==> src/rtl/alarm_pkg.sv <==
// alarm_pkg: shared types, field widths/limits and snooze time arithmetic for alarm_trigger.
package alarm_pkg;

    typedef enum logic [1:0] {IDLE, ARMED, FIRED, SNOOZE} slot_state_t;

    localparam int HOUR_W = 5;
    localparam int MIN_W  = 6;
    localparam logic [HOUR_W-1:0] HOUR_MAX = 5'd23;
    localparam logic [MIN_W-1:0]  MIN_MAX  = 6'd59;

    // Adds d minutes (1..59) to h:m, carrying into the hour and wrapping 23 -> 00.
    function automatic logic [HOUR_W+MIN_W-1:0] add_min(
        input logic [HOUR_W-1:0] h,
        input logic [MIN_W-1:0]  m,
        input int unsigned       d
    );
        logic [MIN_W:0]    s;
        logic [HOUR_W-1:0] h2;
        logic [MIN_W-1:0]  m2;
        s  = {1'b0, m} + (MIN_W+1)'(d);
        m2 = (s > {1'b0, MIN_MAX}) ? MIN_W'(s - 7'd60) : s[MIN_W-1:0];
        h2 = (s > {1'b0, MIN_MAX}) ? ((h == HOUR_MAX) ? '0 : h + HOUR_W'(1)) : h;
        return {h2, m2};
    endfunction

endpackage

==> src/rtl/alarm_trigger_if.sv <==
// alarm_trigger_if: slot configuration write bus with its ack/err response.
interface alarm_trigger_if;
    import alarm_pkg::*;

    logic              cfg_wr;
    logic              cfg_sel;
    logic [HOUR_W-1:0] cfg_hour;
    logic [MIN_W-1:0]  cfg_min;
    logic              cfg_en;
    logic              cfg_ack;
    logic              cfg_err;

    modport master (
        output cfg_wr, cfg_sel, cfg_hour, cfg_min, cfg_en,
        input  cfg_ack, cfg_err
    );

    modport slave (
        input  cfg_wr, cfg_sel, cfg_hour, cfg_min, cfg_en,
        output cfg_ack, cfg_err
    );

endinterface

==> src/rtl/alarm_slot.sv <==
// alarm_slot: one alarm slot FSM with stored hh:mm and match compare.
// Snooze state and target registers exist only when ALARM_SNOOZE_EN is defined.
module alarm_slot
    import alarm_pkg::*;
#(
    parameter int SNOOZE_MIN = 5
) (
    input  logic              clk,
    input  logic              rst_n,
    input  logic              strobe,
    input  logic [HOUR_W-1:0] cur_hour,
    input  logic [MIN_W-1:0]  cur_min,
    input  logic [MIN_W-1:0]  cur_sec,
    input  logic              load,
    input  logic [HOUR_W-1:0] cfg_hour,
    input  logic [MIN_W-1:0]  cfg_min,
    input  logic              cfg_en,
    input  logic              stop,
    input  logic              snooze,
    output logic              fire,
    output logic              active
);

    slot_state_t       state_q, state_d;
    logic [HOUR_W-1:0] hh_q, hh_d;
    logic [MIN_W-1:0]  mm_q, mm_d;
    logic [MIN_W-1:0]  lock_m;
    logic              tick0;

    assign tick0  = strobe && (cur_sec == '0);
    assign active = (state_q == FIRED) || (state_q == SNOOZE);

`ifdef ALARM_SNOOZE_EN
    // th/tm hold the most recent fire time; a snooze advances it to the re-fire time.
    logic [HOUR_W-1:0] th_q, th_d;
    logic [MIN_W-1:0]  tm_q, tm_d;
    assign lock_m = tm_q;
`else
    logic unused_snz;
    assign lock_m     = mm_q;
    assign unused_snz = snooze | (SNOOZE_MIN == 0);
`endif

    always_comb begin
        state_d = state_q;
        hh_d    = hh_q;
        mm_d    = mm_q;
        fire    = 1'b0;
`ifdef ALARM_SNOOZE_EN
        th_d    = th_q;
        tm_d    = tm_q;
`endif
        if (load) begin
            hh_d    = cfg_hour;
            mm_d    = cfg_min;
            state_d = cfg_en ? ARMED : IDLE;
        end else if (stop) begin
            state_d = (state_q == FIRED || state_q == SNOOZE) ? ARMED : state_q;
        end else begin
            case (state_q)
                ARMED: if (tick0 && cur_hour == hh_q && cur_min == mm_q) begin
                    fire    = 1'b1;
                    state_d = FIRED;
`ifdef ALARM_SNOOZE_EN
                    th_d    = hh_q;
                    tm_d    = mm_q;
`endif
                end
                FIRED: begin
`ifdef ALARM_SNOOZE_EN
                    if (snooze) begin
                        state_d      = SNOOZE;
                        {th_d, tm_d} = add_min(th_q, tm_q, SNOOZE_MIN);
                    end else
`endif
                    if (strobe && cur_min != lock_m) state_d = ARMED;
                end
`ifdef ALARM_SNOOZE_EN
                SNOOZE: if (tick0 && cur_hour == th_q && cur_min == tm_q) begin
                    fire    = 1'b1;
                    state_d = FIRED;
                end
`endif
                default: state_d = state_q;
            endcase
        end
    end

    always_ff @(posedge clk or negedge rst_n) begin
        if (!rst_n) begin
            state_q <= IDLE;
            hh_q    <= '0;
            mm_q    <= '0;
`ifdef ALARM_SNOOZE_EN
            th_q    <= '0;
            tm_q    <= '0;
`endif
        end else begin
            state_q <= state_d;
            hh_q    <= hh_d;
            mm_q    <= mm_d;
`ifdef ALARM_SNOOZE_EN
            th_q    <= th_d;
            tm_q    <= tm_d;
`endif
        end
    end

endmodule

==> src/rtl/alarm_trigger.sv <==
// alarm_trigger: two alarm slots plus hourly chime producing registered ring1/ring2 start pulses.
// Optional snooze support is enabled by defining ALARM_SNOOZE_EN.
module alarm_trigger
    import alarm_pkg::*;
#(
    parameter int SNOOZE_MIN = 5
) (
    input  logic                 clk,
    input  logic                 rst_n,
    input  logic                 clk_1hz_posedge,
    input  logic [HOUR_W-1:0]    cur_hour,
    input  logic [MIN_W-1:0]     cur_min,
    input  logic [MIN_W-1:0]     cur_sec,
    alarm_trigger_if.slave       cfg,
    input  logic                 chime_en,
    input  logic                 stop,
    input  logic                 snooze,
    output logic                 ring1,
    output logic                 ring2,
    output logic [1:0]           slot_active
);

    logic bad, load0, load1, fire0, fire1, chime, r2_evt;
    logic ack_q, ack_d, err_q, err_d;
    logic ring1_q, ring1_d, ring2_q, ring2_d, pend_q, pend_d;

    assign bad   = (cfg.cfg_hour > HOUR_MAX) || (cfg.cfg_min > MIN_MAX);
    assign load0 = cfg.cfg_wr && !bad && !cfg.cfg_sel;
    assign load1 = cfg.cfg_wr && !bad &&  cfg.cfg_sel;

    alarm_slot #(.SNOOZE_MIN(SNOOZE_MIN)) u_slot0 (
        .clk      (clk),
        .rst_n    (rst_n),
        .strobe   (clk_1hz_posedge),
        .cur_hour (cur_hour),
        .cur_min  (cur_min),
        .cur_sec  (cur_sec),
        .load     (load0),
        .cfg_hour (cfg.cfg_hour),
        .cfg_min  (cfg.cfg_min),
        .cfg_en   (cfg.cfg_en),
        .stop     (stop),
        .snooze   (snooze),
        .fire     (fire0),
        .active   (slot_active[0])
    );

    alarm_slot #(.SNOOZE_MIN(SNOOZE_MIN)) u_slot1 (
        .clk      (clk),
        .rst_n    (rst_n),
        .strobe   (clk_1hz_posedge),
        .cur_hour (cur_hour),
        .cur_min  (cur_min),
        .cur_sec  (cur_sec),
        .load     (load1),
        .cfg_hour (cfg.cfg_hour),
        .cfg_min  (cfg.cfg_min),
        .cfg_en   (cfg.cfg_en),
        .stop     (stop),
        .snooze   (snooze),
        .fire     (fire1),
        .active   (slot_active[1])
    );

    assign chime  = clk_1hz_posedge && chime_en && (cur_min == '0) && (cur_sec == '0);
    assign r2_evt = fire1 || chime;

    // A ring2 event colliding with ring1 is deferred to the next strobe; slot-1 and chime merge.
    always_comb begin
        ack_d   = cfg.cfg_wr;
        err_d   = cfg.cfg_wr && bad;
        ring1_d = fire0;
        ring2_d = (r2_evt && !fire0) || (clk_1hz_posedge && pend_q && !stop);
        pend_d  = stop ? 1'b0 : (fire0 && r2_evt) ? 1'b1 : clk_1hz_posedge ? 1'b0 : pend_q;
    end

    always_ff @(posedge clk or negedge rst_n) begin
        if (!rst_n) begin
            ack_q   <= 1'b0;
            err_q   <= 1'b0;
            ring1_q <= 1'b0;
            ring2_q <= 1'b0;
            pend_q  <= 1'b0;
        end else begin
            ack_q   <= ack_d;
            err_q   <= err_d;
            ring1_q <= ring1_d;
            ring2_q <= ring2_d;
            pend_q  <= pend_d;
        end
    end

    assign cfg.cfg_ack = ack_q;
    assign cfg.cfg_err = err_q;
    assign ring1       = ring1_q;
    assign ring2       = ring2_q;

endmodule

==> src/flat_wrapper.sv <==
// flat-port wrapper written by rule: the top's interface ports become plain ports
module alarm_trigger_flat import alarm_pkg::*;
#(
    parameter int SNOOZE_MIN = 5
)
  (clk, rst_n, clk_1hz_posedge, cur_hour, cur_min, cur_sec, chime_en, stop, snooze, ring1, ring2, slot_active, cfg_cfg_wr, cfg_cfg_sel, cfg_cfg_hour, cfg_cfg_min, cfg_cfg_en, cfg_cfg_ack, cfg_cfg_err);
  alarm_trigger_if cfg_i ();
  input  logic clk;
  input  logic rst_n;
  input  logic clk_1hz_posedge;
  input  logic [HOUR_W-1:0] cur_hour;
  input  logic [MIN_W-1:0] cur_min;
  input  logic [MIN_W-1:0] cur_sec;
  input  logic chime_en;
  input  logic stop;
  input  logic snooze;
  output logic ring1;
  output logic ring2;
  output logic [1:0] slot_active;
  input wire logic [$bits(cfg_i.cfg_wr)-1:0] cfg_cfg_wr;
  input wire logic [$bits(cfg_i.cfg_sel)-1:0] cfg_cfg_sel;
  input wire logic [$bits(cfg_i.cfg_hour)-1:0] cfg_cfg_hour;
  input wire logic [$bits(cfg_i.cfg_min)-1:0] cfg_cfg_min;
  input wire logic [$bits(cfg_i.cfg_en)-1:0] cfg_cfg_en;
  output wire logic [$bits(cfg_i.cfg_ack)-1:0] cfg_cfg_ack;
  output wire logic [$bits(cfg_i.cfg_err)-1:0] cfg_cfg_err;
  assign cfg_i.cfg_wr = cfg_cfg_wr;
  assign cfg_i.cfg_sel = cfg_cfg_sel;
  assign cfg_i.cfg_hour = cfg_cfg_hour;
  assign cfg_i.cfg_min = cfg_cfg_min;
  assign cfg_i.cfg_en = cfg_cfg_en;
  assign cfg_cfg_ack = cfg_i.cfg_ack;
  assign cfg_cfg_err = cfg_i.cfg_err;
  alarm_trigger #(.SNOOZE_MIN(SNOOZE_MIN)) u_core (.clk(clk), .rst_n(rst_n), .clk_1hz_posedge(clk_1hz_posedge), .cur_hour(cur_hour), .cur_min(cur_min), .cur_sec(cur_sec), .cfg(cfg_i), .chime_en(chime_en), .stop(stop), .snooze(snooze), .ring1(ring1), .ring2(ring2), .slot_active(slot_active));
endmodule
==> config.mk <==
export PLATFORM = sky130hd
export DESIGN_NAME = alarm_trigger_flat
export DESIGN_NICKNAME = d
export VERILOG_FILES = /design/src/rtl/alarm_pkg.sv /design/src/rtl/alarm_trigger_if.sv /design/src/rtl/alarm_slot.sv /design/src/rtl/alarm_trigger.sv /design/src/flat_wrapper.sv
export SDC_FILE = /design/constraint.sdc
export NUM_CORES = 1
export LEC_CHECK = 0
export CAP_MARGIN = 0
export CORE_MARGIN = 4
export CORE_UTILIZATION = 30
export CTS_BUF_LIST = sky130_fd_sc_hd__clkbuf_8 sky130_fd_sc_hd__clkbuf_16
export CTS_CLUSTER_SIZE = 14
export DETAILED_ROUTE_END_ITERATION = 16
export SYNTH_ARGS = -nofsm -noshare
export SYNTH_HDL_FRONTEND = slang
export SYNTH_SLANG_ARGS = --single-unit
==> constraint.sdc <==
create_clock -name clk -period 1.6 [get_ports clk]
set_input_delay 0.16 -clock clk [delete_from_list [all_inputs] [get_ports clk]]
set_output_delay 0.16 -clock clk [all_outputs]
set_load 0.01 [all_outputs]
**Register map, names as in the netlist**

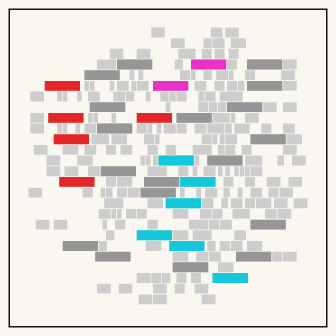
Key: red = `u_core.u_slot1.hh_q` [placed flops 5]; cyan = `u_core.u_slot0.lock_m` [placed flops 6]; magenta = `u_core.u_slot0.state_q` [placed flops 2]

**Clock wires, drivers and flops**

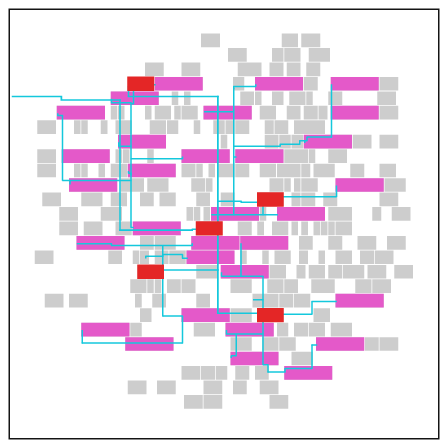
Key: red = clock drivers [count 5]; magenta = flip-flops [count 31]; cyan = clock wires [length 478 microns]
There are 6 routed clock nets.

==> impl_metrics.ini <==
; yosys + openroad results
[final_layout]
mi_logic_area_sq_um = 807
drive_gt1_share_pct = 29.4
num_antenna_cells = 0
layout_top_cells = 35 x nand2_1, 35 x clkdlybuf4s50_1, 35 x buf_4
fillerInstances = 511
utilization_pct = 47.7
syn2layout_area_growth_pct = 54.5
finalNonFillerCells = 301

[routing]
drtAntennaViolNets = 0
vias_per_cell = 4.71
drt_wl_total_mm = 4.21
drt_pass1_iterations = 4

[yosys]
avgSynthCellArea_sq_um = 10.2
synth_area_sq_mm = 0.00158
mux_area_share_pct = 8.56
numSynthFlops = 31
yosysTopAreaCell = dfrtp_1
synth-main-ff-cell = dfrtp_1
ys_area_sq_mm = 0.00158
synth_stat.cells = 154
synth.comb.largest_family = simple AND/OR/NAND/NOR gates
synthesis.nets = 191
ys_sh_aoi_pct = 7.06
async_flop_share_pct = 100
ys_types = 32
topCellsByArea = dfrtp_1 49%, xor2_1 12%, nand2_1 8.6%
most_common_cell = nand2_1
yosysTopAreaCellShare_pct = 49.2
seq_area_frac_synth_pct = 49.2
synthXorXnorAreaFrac_pct = 12.2
ys_sh_simple_pct = 20.6

[floorplan]
die_y_microns = 80.5
die_area_sq_mm = 0.00648
coreArea_sq_mm = 0.00511

[critical_path]
regToRegStartpoint = u_core.u_slot1.lock_m[3]
critical_path_arrival_ns = 1.91
setup.worst_path.end = u_core.pend_q
crit_fanout = 3
required_ns = 1.79
crit_type = in -> reg
rr_endpoint = u_core.pend_q
r2r_setup_slack_ns = -0.12
crit_path_start = cur_min[3]

[pwr]
clk-power_uw = 630
power_density_mw_per_mm2 = 856
pwr-share-comb_pct = 23.6
p_seq_share_pct = 46.2
p_sw_share_pct = 27.7
power_sequential_uw = 965
internal_power_uw = 1510
net-switching-power_uw = 578
power.total_uw = 2090
powerComb_uw = 493
clockPowerShare_pct = 30.2

[final_timing]
hold_viol_final = 0
finalSetupViolCount = 4
setup_tns_ns = -0.274
layout_setup_ws_ns = -0.121
slew_headroom_pct = 70.8
fmax_mhz = 581
rsz0062_at_grt = yes
fin_skew_ns = 0.00700
period_used_pct = 108
maxSlewViolCount = 0

[min_path]
hp-class = in -> async

[global_routing]
grt_max_degree = 32
antenna_found_initial = 0
grt_pass1_wl_mm = 6.83
grt_pass1_vias = 1429

[placed_design]
dp_slack_ns = -0.581
hpwlAfterDp_mm = 3.14
portBuffers = 41
placed_cell_area_sq_mm = 0.00230

[flow_run]
warnings = 30

[clock_network]
cts_made_buffers = 5
clk_pin_slew_worst_paths_ns = 0.07
cts_setup_buffers = 2
cts.sinks = 31
cts_tree = done
h-tree-depth = 2
cts_root_buf = clkbuf_8

[run_status]
status = finished, violations left
violations = setup timing
**Routing congestion map**

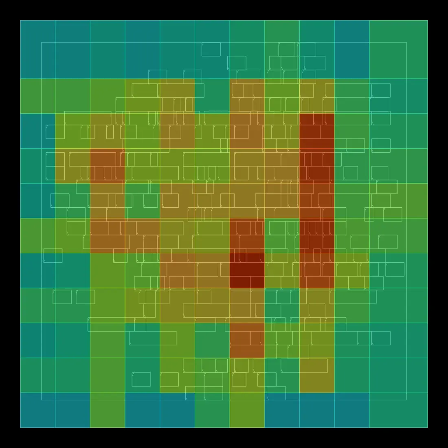
Avg WL per Cell: 14.0 microns
All-Layer GR Usage: 14.0%
met2 usage in global routing: 20.4%
met3 usage: 4.93%

[layer usage]
layer / track usage [%] / up-vias / wire, microns
li1: - / 687 / -
met1: 18.5 / 678 / 1920
met2: 20.4 / 41 / 1870
met3: 4.93 / 13 / 294
met4: 6.76 / 0 / 127
met5: 0 / - / 0
[final cells by class]
| class | count | area share, % |
|---|---|---|
| Tap cell | 70 | 3.59 |
| Inverter | 1 | 0.154 |
| Timing Repair Buffer | 77 | 27.7 |
| Clock buffer | 6 | 3.39 |
| Sequential cell | 31 | 31.8 |
| Multi-Input combinational cell | 115 | 33.1 |
| Clock inverter | 1 | 0.205 |
[critical path, cell delays in order]
cell	delay, ns
clkdlybuf4s50_1	0.47
xor2_1	0.20
nor4_2	0.37
nand4_1	0.18
o31a_1	0.34
o41ai_2	0.19
Power is estimated from default activity; no workload was simulated.
